--- src/rtl/tx_line_framer.sv ---
// tx_line_framer: serialises AXI4-Stream video lines into sync, line number, pixel bytes and XOR checksum.
// Optional macro TX_LINE_FRAMER_PIXCNT_EN adds a 16-bit pixel-count field before the checksum.
module tx_line_framer #(
  parameter logic [7:0] SOF_SYNC = 8'hA5,
  parameter logic [7:0] SOL_SYNC = 8'h5A,
  parameter int         LINE_W   = 12
) (
  input  logic        clk,
  input  logic        rstn,
  input  logic [31:0] s_axis_video_tdata,
  input  logic        s_axis_video_tvalid,
  output logic        s_axis_video_tready,
  input  logic        s_axis_video_tlast,
  input  logic        s_axis_video_tuser,
  output logic [7:0]  m_axis_tdata,
  output logic        m_axis_tvalid,
  input  logic        m_axis_tready,
  output logic        m_axis_tlast,
  output logic        m_axis_tuser,
  output logic        sof_err
);
  typedef enum logic [3:0] {IDLE, SYNC, HDR_L, HDR_H, LOAD, PIX3, PIX2, PIX1, PIX0, CNT_L, CNT_H, CHK} state_t;
  state_t state_q, state_d;
  logic [LINE_W-1:0] line_q, line_d;
  logic [31:0] pix_q, pix_d;
  logic [15:0] line16;
  logic [7:0] chk_q, chk_d, tdata_q, tdata_d;
  logic peek_q, peek_d, last_q, last_d, first_q, first_d, err_q, err_d;
  logic tvalid_q, tvalid_d, tlast_q, tlast_d, tuser_q, tuser_d, acc, cap;
`ifdef TX_LINE_FRAMER_PIXCNT_EN
  logic [15:0] cnt_q, cnt_d;
`endif
  assign s_axis_video_tready = state_q == LOAD;
  assign m_axis_tdata = tdata_q;
  assign m_axis_tvalid = tvalid_q;
  assign m_axis_tlast = tlast_q;
  assign m_axis_tuser = tuser_q;
  assign sof_err = err_q;
  always_comb begin
    acc = tvalid_q && m_axis_tready;
    cap = s_axis_video_tvalid && state_q == LOAD;
    state_d = state_q;
    line_d = line_q;
    peek_d = peek_q;
    pix_d = pix_q;
    last_d = last_q;
    first_d = first_q;
    err_d = err_q;
    chk_d = state_q == SYNC ? 8'h00 : (acc && state_q inside {[HDR_L:CNT_H]}) ? chk_q ^ tdata_q : chk_q;
`ifdef TX_LINE_FRAMER_PIXCNT_EN
    cnt_d = state_q == SYNC ? 16'h0 : (cap && cnt_q != 16'hFFFF) ? cnt_q + 16'h1 : cnt_q;
`endif
    case (state_q)
      IDLE: if (s_axis_video_tvalid) begin
        peek_d = s_axis_video_tuser;
        line_d = s_axis_video_tuser ? '0 : line_q;
        state_d = SYNC;
      end
      LOAD: if (cap) begin
        pix_d = s_axis_video_tdata;
        last_d = s_axis_video_tlast;
        first_d = 1'b0;
        err_d = err_q | (s_axis_video_tuser & ~first_q);
        state_d = PIX3;
      end
`ifdef TX_LINE_FRAMER_PIXCNT_EN
      PIX0: if (acc) state_d = last_q ? CNT_L : LOAD;
`else
      PIX0: if (acc) state_d = last_q ? CHK : LOAD;
`endif
      CHK: if (acc) begin
        line_d = line_q + LINE_W'(1);
        state_d = IDLE;
      end
      default: begin
        first_d = state_q == HDR_H ? 1'b1 : first_q;
        state_d = acc ? state_t'(state_q + 4'd1) : state_q;
      end
    endcase
    line16 = 16'(line_d);
    tvalid_d = !(state_d inside {IDLE, LOAD});
    tlast_d = state_d == CHK;
    tuser_d = state_d == SYNC && peek_d;
    case (state_d)
      SYNC:  tdata_d = peek_d ? SOF_SYNC : SOL_SYNC;
      HDR_L: tdata_d = line16[7:0];
      HDR_H: tdata_d = line16[15:8];
      PIX3:  tdata_d = pix_d[31:24];
      PIX2:  tdata_d = pix_d[23:16];
      PIX1:  tdata_d = pix_d[15:8];
      PIX0:  tdata_d = pix_d[7:0];
`ifdef TX_LINE_FRAMER_PIXCNT_EN
      CNT_L: tdata_d = cnt_d[7:0];
      CNT_H: tdata_d = cnt_d[15:8];
`endif
      CHK:   tdata_d = chk_d;
      default: tdata_d = 8'h00;
    endcase
  end
  always_ff @(posedge clk) begin
    if (!rstn) begin
      state_q <= IDLE;
      line_q <= '0;
      pix_q <= '0;
      chk_q <= '0;
      peek_q <= 1'b0;
      last_q <= 1'b0;
      first_q <= 1'b0;
      err_q <= 1'b0;
      tdata_q <= '0;
      tvalid_q <= 1'b0;
      tlast_q <= 1'b0;
      tuser_q <= 1'b0;
`ifdef TX_LINE_FRAMER_PIXCNT_EN
      cnt_q <= '0;
`endif
    end else begin
      state_q <= state_d;
      line_q <= line_d;
      pix_q <= pix_d;
      chk_q <= chk_d;
      peek_q <= peek_d;
      last_q <= last_d;
      first_q <= first_d;
      err_q <= err_d;
      tdata_q <= tdata_d;
      tvalid_q <= tvalid_d;
      tlast_q <= tlast_d;
      tuser_q <= tuser_d;
`ifdef TX_LINE_FRAMER_PIXCNT_EN
      cnt_q <= cnt_d;
`endif
    end
  end
endmodule
--- config.mk ---
export PLATFORM = sky130hd
export DESIGN_NAME = tx_line_framer
export DESIGN_NICKNAME = d
export VERILOG_FILES = /design/src/rtl/tx_line_framer.sv
export SDC_FILE = /design/constraint.sdc
export NUM_CORES = 1
export LEC_CHECK = 0
export CAP_MARGIN = 20
export CORE_MARGIN = 4
export CORE_UTILIZATION = 55
export CTS_CLUSTER_DIAMETER = 30
export CTS_CLUSTER_SIZE = 30
export DETAILED_ROUTE_END_ITERATION = 10
export PLACE_DENSITY = 0.8
export SYNTH_ARGS = -nofsm -noshare
export SYNTH_HDL_FRONTEND = slang
export SYNTH_SLANG_ARGS = --single-unit
--- constraint.sdc ---
create_clock -name clk -period 3.6 [get_ports clk]
set_clock_uncertainty 0.2 [all_clocks]
set_input_delay 0.72 -clock clk [delete_from_list [all_inputs] [get_ports clk]]
set_output_delay 0.72 -clock clk [all_outputs]
set_load 0.01 [all_outputs]
==> results_slide.txt <==
Key Metrics from the Run

Place
  • Number of I/O port buffers: roughly 50
  • Routability cong.: 0.903
  • Half-perimeter wire length of the detailed placement result: roughly 7400 um
  • DP Worst Slack: 0.0666 ns
  • Total placed instance area: 4450 sq um

Yosys
  • XOR/XNOR share of the synthesized area: 0.0207
  • Mapped cell area: between 3000 and 4000 sq um
  • Number of synthesized flops with an enable pin: 0
  • Net Count, Synth: ~470
  • Count of yosys warnings during synthesis: 0
  • Yosys stat area: between 3000 and 4000 sq um
  • Post-synth area hogs: sky130_fd_sc_hd__dfxtp_1, sky130_fd_sc_hd__mux2i_1, sky130_fd_sc_hd__nor2b_1
  • Post-synthesis cell type with the largest combined area: sky130_fd_sc_hd__dfxtp_1
  • Fraction of the mapped netlist area in adder cells: 0.0197
  • Flop and latch count out of synthesis: 71
  • Area fraction in compound gates: 0.181
  • Commonest register cell after synthesis: sky130_fd_sc_hd__dfxtp_1
  • Netlist cell types: between 70 and 80
  • Post-Synthesis Mean Instance Area: 8.89 sq um
  • Mux contribution to synthesized area: 0.0822
  • Basic Gates by Area: 0.278
  • Share of synthesized registers carrying an async set or reset: 0
  • Sequential fraction of the synthesis area: 0.373
  • Mapped Cells: around 430
  • Top cell type by instance count after synthesis: sky130_fd_sc_hd__dfxtp_1
  • Top cells by instance count after synthesis: sky130_fd_sc_hd__dfxtp_1, sky130_fd_sc_hd__nand2_1, sky130_fd_sc_hd__nor2b_1
  • Proportion of netlist area held by the largest area contributor: 0.373
  • Main combinational cell family by area after synthesis: simple AND/OR/NAND/NOR gates
  • # Cells Yosys: around 430

Floorplanning
  • Overall die area: 8320 sq um
  • Total I/O pin count: slightly above 50
  • Share of the core filled by cells before placement: 0.563
  • Floorplan Core Area: approximately 6800 sq um
  • Horizontal extent of the die: 91.2 um
  • Height of the chip: ~90 um
  • Core Rows: 30

Critical path
  • Nature of the critical path startpoint: input port
  • Kind of critical path: input port to flop
  • Crit path required time: roughly 3.6 ns
  • Worst stage delay on the critical path: 0.48 ns
  • Top fanout value on the critical path: 19
  • CP Buf/Inv Count: 2
  • List of cells traversed by the critical path: clkdlybuf4s50_1, and2_4, inv_2, ha_1, a32o_1, a221o_2, nand2_4, nor3_1, o31ai_4, a211oi_2
  • Endpoint of the lowest-slack register-to-register path: m_axis_tdata[7]
  • Critical Path AT: 3.21 ns
  • Cell family with most CP delay: AND-OR/OR-AND gates
  • Critical Path End Type: flop
  • Cell with the biggest individual delay on the critical path: sky130_fd_sc_hd__clkdlybuf4s50_1
  • Minimum setup slack among reg-to-reg paths: about 0.43 ns
  • Worst Reg2Reg Path Length in Cells: 10
  • Critical Path Start: m_axis_tready
  • RR Startpoint: state_q[1]

Clocking
  • Quantity of gates resized following cts: 0
  • Hold-fix buffer count after cts: 0
  • CTS tree: yes
  • Number of clock sinks: a little over 70
  • Number of buffers created by CTS: 9
  • Number of buffers added for setup after CTS: 0
  • Longest Clk Path Bufs: 2
  • Clock root buffer master: sky130_fd_sc_hd__clkbuf_8
  • Clock transition time at the flip-flop clock pins of the worst setup and hold paths: approximately 0.08 ns
  • Clock latency reported for the late side of the worst-skew pair: 0.35 ns
  • H-Tree Depth: 3

Power
  • Combinational group power: roughly 0.34 mW
  • Net switching share of the total power: 0.269
  • Clk network pwr share: 0.382
  • Static leakage: between 1.5 and 2 nW
  • Cell Int Power: 1.38 mW
  • Reported clock group power: 0.720 mW
  • Power dissipated by switching net loads: a little over 0.5 mW
  • Max VDD drop: about 0.38 mV
  • Pwr dens: roughly 400 nW/um^2
  • Relative contribution of sequential cells to total power: 0.436
  • Fraction of power consumed by combinational cells: 0.182
  • Reported sequential group power: 0.821 mW
  • Heaviest power group: sequential cells

Final timing
  • Total negative slack: 0 ns
  • Slack of the critical path: 0.408 ns
  • Share of the cycle needed by the critical path after routing: 0.887
  • Final tally of hold violations: 0
  • Final setup viols: 0
  • Relative slew slack: 0.539
  • Slew Limit Fails: 0
  • F_max: roughly 0.31 GHz
  • Worst hold margin: roughly 0.27 ns
  • Actual transition at the worst max-transition pin: 0.692 ns
  • Post-layout minimum cycle time: 3.19 ns
  • Unrepaired setup endpoints after global routing: no

GRT
  • Initial antenna violation count: 0
  • Leftover overflow at the end of global routing: 0
  • GR Util All Layers: 0.247
  • Largest net degree at the start of global routing: 34
  • Vias in the first global route: ~3300
  • Wire length of the first global-routing pass: 16500 um

Flow run
  • Number of warnings in the stage logs: 29
  • Max capacitance violation total: 0

Cells and area
  • Share of the core filled with cells in the final layout: 0.691
  • Net count reported at finish: between 500 and 600
  • Share of post-route cells with drive strength above 1: 0.122
  • Final-layout fill cell count: roughly 550
  • Area of all placed cells without fillers: ~4700 sq um
  • Total inserted antenna cells: 0
  • Area grow syn2layout: 22.7%

Outcome
  • Run status: complete, no violations

Route
  • Vias after detailed routing: ~3400
  • Via-per-instance ratio: roughly 6.0
  • Mean routed wirelength per cell: 17.4 um
  • DRC viols: 0
  • Length of the first detailed-routing pass in iterations: 5
  • Number of violations reported at the end of detailed-routing iteration 0: 276
  • Detail Route Antenna Nets: 0
  • Final WL: between 9000 and 10000 um

Hold path
  • Hold crit path type: flop to flop
  • Worst min-delay path startpoint: pix_q[10]
  • Destination of the worst hold path: pix_q[10]
  • Depth of the worst hold-timing path: 2
-- area by class of cell --
cell class | instances | area, sq um | share of cell area
clock buffers | 11 | 141 | 0.0303
flip-flops and latches | 71 | 1420 | 0.304
clock inverters | 5 | 81.3 | 0.0174
well taps | 80 | 100 | 0.0214
inverters | 5 | 18.8 | 0.00402
repair buffers | 75 | 688 | 0.147
multi-input cells | 325 | 2220 | 0.475
-- state kept, by name (all words and copies together) (netlist names) --
name and cells:
peek_q 1, sof_err 1, state_q 4, m_axis_tuser 1
pix_q 32, m_axis_tlast 1, line_q 12, m_axis_tvalid 1
m_axis_tdata 8, last_q 1, first_q 1, chk_q 8
-- cell usage in the layout (no fill, tap or decap), types with 3 or more instances in the layout --
cell type                         instances
sky130_fd_sc_hd__inv_1                    4
sky130_fd_sc_hd__o21ai_0                 10
sky130_fd_sc_hd__and2_1                  20
sky130_fd_sc_hd__dfxtp_1                 71
sky130_fd_sc_hd__nor3_1                  15
sky130_fd_sc_hd__o211ai_1                 4
sky130_fd_sc_hd__mux2i_1                 29
sky130_fd_sc_hd__o31a_1                   4
sky130_fd_sc_hd__nand3_1                 21
sky130_fd_sc_hd__a211oi_1                 3
sky130_fd_sc_hd__xor2_1                   7
sky130_fd_sc_hd__nor4_1                   6
sky130_fd_sc_hd__a21o_1                   3
sky130_fd_sc_hd__a21oi_1                  9
sky130_fd_sc_hd__a2111oi_0                6
sky130_fd_sc_hd__nand2b_1                 4
sky130_fd_sc_hd__o32ai_1                  3
sky130_fd_sc_hd__o31ai_1                  4
sky130_fd_sc_hd__ha_1                     6
sky130_fd_sc_hd__buf_4                   25
sky130_fd_sc_hd__clkdlybuf4s50_1         50
sky130_fd_sc_hd__nor2b_1                 32
sky130_fd_sc_hd__or3_1                    4
sky130_fd_sc_hd__a211o_1                  3
sky130_fd_sc_hd__a21boi_0                 7
sky130_fd_sc_hd__nand2_1                 35
sky130_fd_sc_hd__nor3b_1                  3
sky130_fd_sc_hd__nor2_1                  23
sky130_fd_sc_hd__a31oi_1                  7
sky130_fd_sc_hd__nand4_1                  4
sky130_fd_sc_hd__clkbuf_8                10
-- how the worst max path moves through the flow --
stage                                 end  slack (ns)  depth (start not counted)
after CTS                 m_axis_tdata[4]        0.43                         10
after global placement    m_axis_tdata[3]        0.12                         10
final                     m_axis_tdata[6]        0.41                         10
after floorplan           m_axis_tdata[3]        0.83                          9
after global routing      m_axis_tdata[6]        0.19                          9
after detailed placement  m_axis_tdata[4]        0.07                         10
-- worst min-delay path: stages (launching register included) --
cell and delay, ns:
sky130_fd_sc_hd__dfxtp_1 0.31, sky130_fd_sc_hd__nand2_1 0.05, sky130_fd_sc_hd__a21boi_0 0.07
-- layer usage --
metal / vias to the layer above / track usage / share of wire
met4: 0 / 0.118 / 0.024
met2: 116 / 0.391 / 0.47
met5: - / 0 / 0
met3: 19 / 0.0381 / 0.048
met1: 1617 / 0.329 / 0.46
li1: 1681 / - / -
-- per-stage QoR --
stage | instances | power, mW
after detailed placement | 556 | 1.18
after global routing | 572 | 1.96
after CTS | 572 | 1.89
after floorplan | 428 | 1.04
final | 572 | 1.88
after global placement | 556 | 1.17
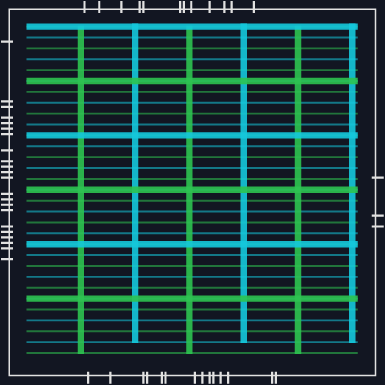
**Above:** supply network.
Drawn at 4 px/um. Pins as bars on the die edge.
[green] VSS
[cyan] VDD
signal pins: 51
rows: 30
met5 straps: 6
met1 rails: 31

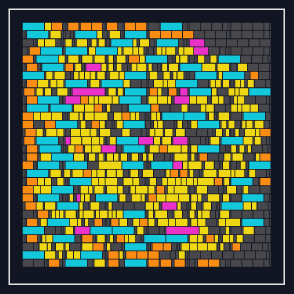
**Above:** cells coloured by class.
Drawn at 3 px/um. Fill, decap, tap and diode cells in grey.
[magenta] clock drivers and dummy loads | cells: 16 | share of their area: 4.9%
[orange] remaining buffers and delay cells | cells: 75 | share of their area: 15%
[cyan] sequential cells | cells: 71 | share of their area: 31%
[yellow] combinational and other logic | cells: 330 | share of their area: 49%

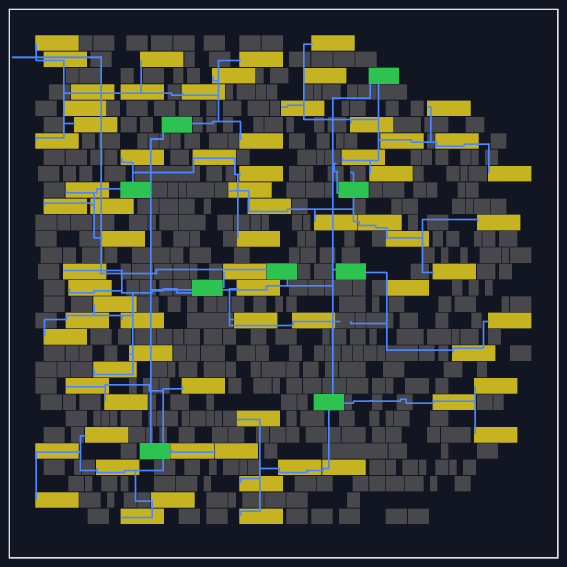
**Above:** clock wires, drivers and flops.
Drawn at 6 px/um.
[yellow] flip-flops | count: 71
[green] clock drivers | count: 9
[blue] clock wires | length: 912 um
flops lie: widely spread

No activity file was given, so power comes from the tool's default toggle rates.
